Figure 1. Met3 routing.
The bar under the picture is 20 um long.
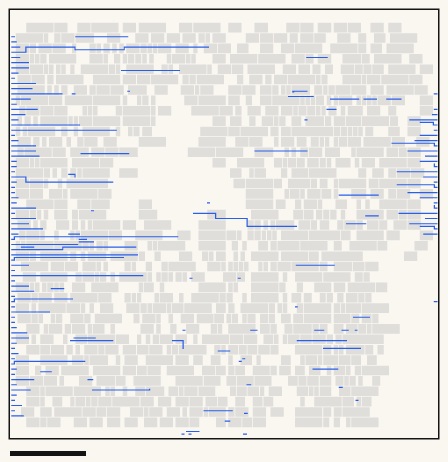
Figure 2. Routing congestion.
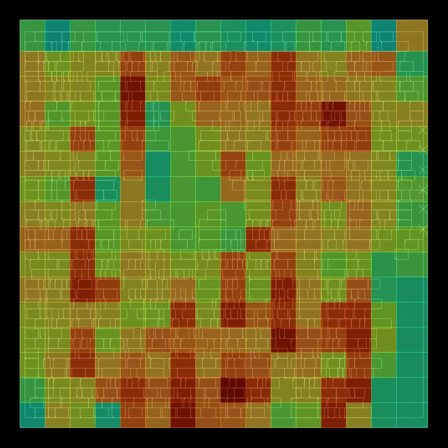
File: src/rtl/load_store_unit_if.sv
// -----------------------------------------------------------------------------
// load_store_unit_if
//
// Data-memory bus between the load/store unit and data memory. One
// request/acknowledge transaction is outstanding at a time.
//
// Signals:
//   mem_req    LSU -> mem   request, held high until mem_ack
//   mem_we     LSU -> mem   1 = write, 0 = read
//   mem_addr   LSU -> mem   word-aligned byte address
//   mem_wdata  LSU -> mem   lane-replicated store data
//   mem_be     LSU -> mem   byte enables (little-endian lanes)
//   mem_rdata  mem -> LSU   read word, sampled on mem_ack
//   mem_ack    mem -> LSU   single-cycle completion strobe
//
// Modports:
//   master  the load/store unit side
//   slave   the data memory side
// -----------------------------------------------------------------------------
interface load_store_unit_if;
    logic        mem_req;
    logic        mem_we;
    logic [31:0] mem_addr;
    logic [31:0] mem_wdata;
    logic [3:0]  mem_be;
    logic [31:0] mem_rdata;
    logic        mem_ack;

    modport master (
        output mem_req,
        output mem_we,
        output mem_addr,
        output mem_wdata,
        output mem_be,
        input  mem_rdata,
        input  mem_ack
    );

    modport slave (
        input  mem_req,
        input  mem_we,
        input  mem_addr,
        input  mem_wdata,
        input  mem_be,
        output mem_rdata,
        output mem_ack
    );
endinterface

File: src/rtl/load_store_unit.sv
// -----------------------------------------------------------------------------
// load_store_unit
//
// Data-memory access stage of the MIPS datapath, sitting between the ALU and
// the memtoreg writeback select. An aligned load or store presented on the
// pipeline inputs launches one request/acknowledge transaction on the memory
// bus; the upstream pipeline is stalled until the transaction finishes. Load
// data is lane-selected (byte/half/word) and sign- or zero-extended before it
// is registered onto rdata.
//
// Parameters:
//   TIMEOUT       cycles spent in REQ without mem_ack before the access is
//                 abandoned with bus_err (1..65535)
//
// Ports:
//   clk           clock, rising edge
//   rst           synchronous active-high reset
//   memread       load requested this cycle
//   memwrite      store requested this cycle (wins over memread)
//   mem_size      00 byte, 01 half, 10/11 word
//   mem_unsigned  1 = zero-extend load, 0 = sign-extend
//   addr          byte address from the ALU
//   wdata         store data (rt)
//   rdata         formatted load data to the writeback select
//   stall         hold upstream pipeline registers (combinational)
//   misaligned    address exception (combinational)
//   bus_err       timeout flag, high only during the DONE cycle
//   mem           data-memory bus, master side
// -----------------------------------------------------------------------------
module load_store_unit #(
    parameter int TIMEOUT = 255
) (
    input  logic                      clk,
    input  logic                      rst,
    input  logic                      memread,
    input  logic                      memwrite,
    input  logic [1:0]                mem_size,
    input  logic                      mem_unsigned,
    input  logic [31:0]               addr,
    input  logic [31:0]               wdata,
    output logic [31:0]               rdata,
    output logic                      stall,
    output logic                      misaligned,
    output logic                      bus_err,
    load_store_unit_if.master         mem
);

    localparam logic [1:0] SIZE_BYTE = 2'b00;
    localparam logic [1:0] SIZE_HALF = 2'b01;

    // Last counter value that still waits for an ack; reaching it without an
    // ack abandons the access, so REQ lasts at most TIMEOUT cycles.
    localparam logic [15:0] COUNT_LAST = 16'(TIMEOUT - 1);

    typedef enum logic [1:0] {
        IDLE = 2'd0,
        REQ  = 2'd1,
        DONE = 2'd2
    } state_t;

    state_t      state;
    logic [15:0] count;

    // Registered bus outputs.
    logic        req_q;
    logic        we_q;
    logic [31:0] addr_q;
    logic [31:0] wdata_q;
    logic [3:0]  be_q;

    // Captured attributes of the outstanding access, needed to format the
    // load word when the ack arrives.
    logic        is_load_q;
    logic [1:0]  lane_q;
    logic [1:0]  size_q;
    logic        unsigned_q;

    logic        op;
    logic        size_is_half;
    logic        size_is_word;

    // -------------------------------------------------------------------------
    // Lane helpers
    // -------------------------------------------------------------------------

    function automatic logic [3:0] lane_enables(input logic [1:0] size,
                                                input logic [1:0] lane);
        logic [3:0] be;
        case (size)
            SIZE_BYTE: be = 4'b0001 << lane;
            SIZE_HALF: be = lane[1] ? 4'b1100 : 4'b0011;
            default:   be = 4'b1111;
        endcase
        return be;
    endfunction

    // Store data is replicated across every lane so memory only needs to
    // honour the byte enables, never shift.
    function automatic logic [31:0] replicate_store(input logic [1:0]  size,
                                                    input logic [31:0] data);
        logic [31:0] r;
        case (size)
            SIZE_BYTE: r = {4{data[7:0]}};
            SIZE_HALF: r = {2{data[15:0]}};
            default:   r = data;
        endcase
        return r;
    endfunction

    function automatic logic [31:0] format_load(input logic [31:0] word,
                                                input logic [1:0]  lane,
                                                input logic [1:0]  size,
                                                input logic        zext);
        logic [7:0]  b;
        logic [15:0] h;
        logic [31:0] r;
        case (lane)
            2'd0:    b = word[7:0];
            2'd1:    b = word[15:8];
            2'd2:    b = word[23:16];
            default: b = word[31:24];
        endcase
        h = lane[1] ? word[31:16] : word[15:0];
        case (size)
            SIZE_BYTE: r = {{24{~zext & b[7]}}, b};
            SIZE_HALF: r = {{16{~zext & h[15]}}, h};
            default:   r = word;
        endcase
        return r;
    endfunction

    // -------------------------------------------------------------------------
    // Combinational pipeline controls
    // -------------------------------------------------------------------------

    assign op           = memread | memwrite;
    assign size_is_half = (mem_size == SIZE_HALF);
    assign size_is_word = mem_size[1];

    assign misaligned = op & ((size_is_half & addr[0]) |
                              (size_is_word & (addr[1:0] != 2'b00)));

    // Stall drops in DONE so the instruction that owned the access advances.
    assign stall = op & ~misaligned & (state != DONE);

    // -------------------------------------------------------------------------
    // Transaction FSM
    // -------------------------------------------------------------------------

    always_ff @(posedge clk) begin
        if (rst) begin
            state      <= IDLE;
            count      <= 16'd0;
            req_q      <= 1'b0;
            we_q       <= 1'b0;
            addr_q     <= 32'd0;
            wdata_q    <= 32'd0;
            be_q       <= 4'd0;
            bus_err    <= 1'b0;
            rdata      <= 32'd0;
            is_load_q  <= 1'b0;
            lane_q     <= 2'd0;
            size_q     <= 2'd0;
            unsigned_q <= 1'b0;
        end else begin
            case (state)
                IDLE: begin
                    bus_err <= 1'b0;
                    // Any mem_ack seen here is stale and deliberately ignored.
                    if (op && !misaligned) begin
                        addr_q     <= {addr[31:2], 2'b00};
                        we_q       <= memwrite;
                        be_q       <= lane_enables(mem_size, addr[1:0]);
                        wdata_q    <= replicate_store(mem_size, wdata);
                        is_load_q  <= ~memwrite;
                        lane_q     <= addr[1:0];
                        size_q     <= mem_size;
                        unsigned_q <= mem_unsigned;
                        count      <= 16'd0;
                        req_q      <= 1'b1;
                        state      <= REQ;
                    end
                end

                REQ: begin
                    // An ack in the final allowed cycle still completes
                    // normally; the timeout only fires without one.
                    if (mem.mem_ack) begin
                        if (is_load_q) begin
                            rdata <= format_load(mem.mem_rdata, lane_q,
                                                 size_q, unsigned_q);
                        end
                        req_q <= 1'b0;
                        state <= DONE;
                    end else if (count == COUNT_LAST) begin
                        if (is_load_q) begin
                            rdata <= 32'd0;
                        end
                        bus_err <= 1'b1;
                        req_q   <= 1'b0;
                        state   <= DONE;
                    end else begin
                        count <= count + 16'd1;
                    end
                end

                DONE: begin
                    bus_err <= 1'b0;
                    state   <= IDLE;
                end

                default: begin
                    bus_err <= 1'b0;
                    req_q   <= 1'b0;
                    state   <= IDLE;
                end
            endcase
        end
    end

    assign mem.mem_req   = req_q;
    assign mem.mem_we    = we_q;
    assign mem.mem_addr  = addr_q;
    assign mem.mem_wdata = wdata_q;
    assign mem.mem_be    = be_q;

endmodule

File: src/flat_wrapper.sv
// flat-port wrapper written by rule: the top's interface ports become plain ports
module load_store_unit_flat 
#(
    parameter int TIMEOUT = 255
)
  (clk, rst, memread, memwrite, mem_size, mem_unsigned, addr, wdata, rdata, stall, misaligned, bus_err, mem_mem_req, mem_mem_we, mem_mem_addr, mem_mem_wdata, mem_mem_be, mem_mem_rdata, mem_mem_ack);
  load_store_unit_if mem_i ();
  input  logic clk;
  input  logic rst;
  input  logic memread;
  input  logic memwrite;
  input  logic [1:0] mem_size;
  input  logic mem_unsigned;
  input  logic [31:0] addr;
  input  logic [31:0] wdata;
  output logic [31:0] rdata;
  output logic stall;
  output logic misaligned;
  output logic bus_err;
  output wire logic [$bits(mem_i.mem_req)-1:0] mem_mem_req;
  output wire logic [$bits(mem_i.mem_we)-1:0] mem_mem_we;
  output wire logic [$bits(mem_i.mem_addr)-1:0] mem_mem_addr;
  output wire logic [$bits(mem_i.mem_wdata)-1:0] mem_mem_wdata;
  output wire logic [$bits(mem_i.mem_be)-1:0] mem_mem_be;
  input wire logic [$bits(mem_i.mem_rdata)-1:0] mem_mem_rdata;
  input wire logic [$bits(mem_i.mem_ack)-1:0] mem_mem_ack;
  assign mem_mem_req = mem_i.mem_req;
  assign mem_mem_we = mem_i.mem_we;
  assign mem_mem_addr = mem_i.mem_addr;
  assign mem_mem_wdata = mem_i.mem_wdata;
  assign mem_mem_be = mem_i.mem_be;
  assign mem_i.mem_rdata = mem_mem_rdata;
  assign mem_i.mem_ack = mem_mem_ack;
  load_store_unit #(.TIMEOUT(TIMEOUT)) u_core (.clk(clk), .rst(rst), .memread(memread), .memwrite(memwrite), .mem_size(mem_size), .mem_unsigned(mem_unsigned), .addr(addr), .wdata(wdata), .rdata(rdata), .stall(stall), .misaligned(misaligned), .bus_err(bus_err), .mem(mem_i));
endmodule
File: config.mk
export PLATFORM = sky130hd
export DESIGN_NAME = load_store_unit_flat
export DESIGN_NICKNAME = d
export VERILOG_FILES = /design/src/rtl/load_store_unit_if.sv /design/src/rtl/load_store_unit.sv /design/src/flat_wrapper.sv
export SDC_FILE = /design/constraint.sdc
export NUM_CORES = 1
export LEC_CHECK = 0
export CAP_MARGIN = 20
export CORE_UTILIZATION = 46
export CTS_BUF_LIST = sky130_fd_sc_hd__clkbuf_8
export CTS_CLUSTER_SIZE = 8
export DETAILED_ROUTE_END_ITERATION = 8
export MAX_ROUTING_LAYER = met4
export PLACE_DENSITY = 0.83
export SKIP_CTS_REPAIR_TIMING = 1
export SLEW_MARGIN = 20
export SYNTH_ARGS = -nofsm -noshare
export SYNTH_HDL_FRONTEND = slang
export SYNTH_SLANG_ARGS = --single-unit
File: constraint.sdc
create_clock -name clk -period 2.8 [get_ports clk]
set_clock_uncertainty 0.2 [all_clocks]
set_input_delay 0.84 -clock clk [delete_from_list [all_inputs] [get_ports clk]]
set_output_delay 0.84 -clock clk [all_outputs]
set_load 0.01 [all_outputs]
==> summary.json <==
{
  "fin_setup_tns_ps": 0,
  "detailroute.wirelength.met3_um": 921,
  "globalplace.congestion": 0.906,
  "placeable_core_region_um2": 11600,
  "instances_no_fill": 1052,
  "crit_arrival_ps": 1750,
  "topCombFamilyByArea": "simple AND/OR/NAND/NOR gates",
  "detail_route.drc_violations": 6,
  "synth_compound_gate_area_share_pct": 20.0,
  "power_switching_mw": 1.21,
  "timing.max_slew.rel_slack_pct": 42.9,
  "violations": "design-rule violations",
  "log.warning_count": 27,
  "asyncSetResetFlopFracSynth_pct": 0,
  "finalPower_mw": 4.59,
  "crit_required_ps": 1760,
  "highest_count_logic_cell_in_the_final_layout": "clkdlybuf4s50_1",
  "share_of_power_burned_in_registers_pct": 42.0,
  "finalClockPeriodUsage_pct": 99.5,
  "clkTransAtPathRegs_ps": 70,
  "row_count": 39,
  "synth-simple-area-share_pct": 23.9,
  "synth-warning-count": 0,
  "grt_first_pass_wirelength_um": 27100,
  "critical_path.startpoint_type": "primary input",
  "status": "finished with violations",
  "top_level_ports": 209,
  "wl_met2_um": 8710,
  "synth_area_um2": 5570,
  "clockRootBuffer": "clkbuf_8",
  "maximum_ir_drop_on_the_vdd_rail_v": 0.000355,
  "grt.total_usage_pct": 27.9,
  "synth_adder_area_share_pct": 0.449,
  "pre_cts_slack_ps": -558,
  "top_cell_types_by_occurrence_after_synthesis": "157 x nand2_1, 125 x dfxtp_1, 66 x a21oi_1",
  "synthesis.instances": 681,
  "yosys.stat.chipArea_um2": 5570,
  "antenna_cells_inserted": 0,
  "drt_first_iter_violations": 337,
  "die_x_um": 112,
  "grt_antenna_before_repair": 0,
  "period_minus_slack_ps": 2790,
  "grt_start_max_net_pins": 70,
  "total_leakage_power_nw": 3.12,
  "clock-sinks": 125,
  "timing.final.ws_setup_ps": 12.7,
  "combinational_share_of_power_pct": 19.2,
  "yosys_register_bits": 125,
  "drtAntennaViolNets": 0,
  "fmaxAchievable_mhz": 359,
  "avgViaCountPerCell": 5.46,
  "place_hpwl_um": 11900,
  "firstDrtPassIters": 7,
  "synth_largest_type_area_fraction_pct": 44.9,
  "met1_layer_wirelength_in_the_final_routing_um": 6920,
  "synth.area.top_cells": "dfxtp_1 45%, nand2_1 11%, a21oi_1 5.9%",
  "power.share.switching_pct": 26.3,
  "place_inst": 1019
}
Back to the opening pictures, Figure 1:
The layer holds 5.5% of the routed length. The layer carries 922 um of wire. The wires run mostly horizontal. The longest straight run is 42.8 um. 130 nets have wire on it.
vias after detailed routing: 5749
final wirelength: 16900 um
met3 Usage GRT: 7.18%

Back to the opening pictures, Figure 2:
wire length per cell: 16.1 um
busiest metal layer after global routing: met2
met1 capacity usage during global routing: 30.8%
post-layout utilization of the core: 72.5%
GR Layer Usage met2: 47.4%

==> final timing paths <==
| check | depth (start not counted) | to | start | slack (ps) |
|---|---|---|---|---|
| setup reg to reg | 7 | u_core.count[12]$_SDFFE_PP0P_ | u_core.count[0]$_SDFFE_PP0P_ | 480 |
| setup / recovery | 4 | stall | memread | 10 |
| hold / removal | 2 | u_core.mem.mem_wdata[27]$_SDFFE_PP0P_ | u_core.mem.mem_wdata[27]$_SDFFE_PP0P_ | 250 |
| hold reg to reg | 2 | u_core.mem.mem_wdata[27]$_SDFFE_PP0P_ | u_core.mem.mem_wdata[27]$_SDFFE_PP0P_ | 250 |
==> final cells by class <==
type                       instances  area, um^2
clock buffer                      21         289
clock inverter                    11         164
tap                              143         179
multi-input combinational        499        2830
timing repair buffer             247        2430
sequential                       125        2500
inverter                           6        22.5
fill                             885        3200
==> per-stage QoR <==
stage,hold WS (ps),utilization [%],cell area (um^2)
after global placement,242,68.4,7940
after CTS,255,72.3,8400
after detailed placement,246,68.4,7940
after global routing,272,72.5,8420
after floorplan,254,-,5580
final,255,72.5,8420
==> critical path, stage by stage <==
cell	delay, ps
clkdlybuf4s50_1	520
nor2_2	80
nor3_2	160
buf_2	140
==> registers in the layout, summed over array words and instances, names as in the netlist, 2 cells and up <==
name                  flops
u_core.mem.mem_wdata     32
u_core.lane_q             2
u_core.rdata             32
u_core.count             16
u_core.mem.mem_addr      30
u_core.size_q             2
u_core.state              2
u_core.mem.mem_be         4
==> power by group through the flow <==
stage	clock [mW]	combinational [mW]	sequential, mW
final	1.79	0.880	1.93
after global routing	1.88	0.954	1.94
after CTS	1.80	0.880	1.93
after detailed placement	0	0.872	1.97
after global placement	0	0.854	1.96
after floorplan	0	0.372	1.99
Power and IR drop assume default switching activity.
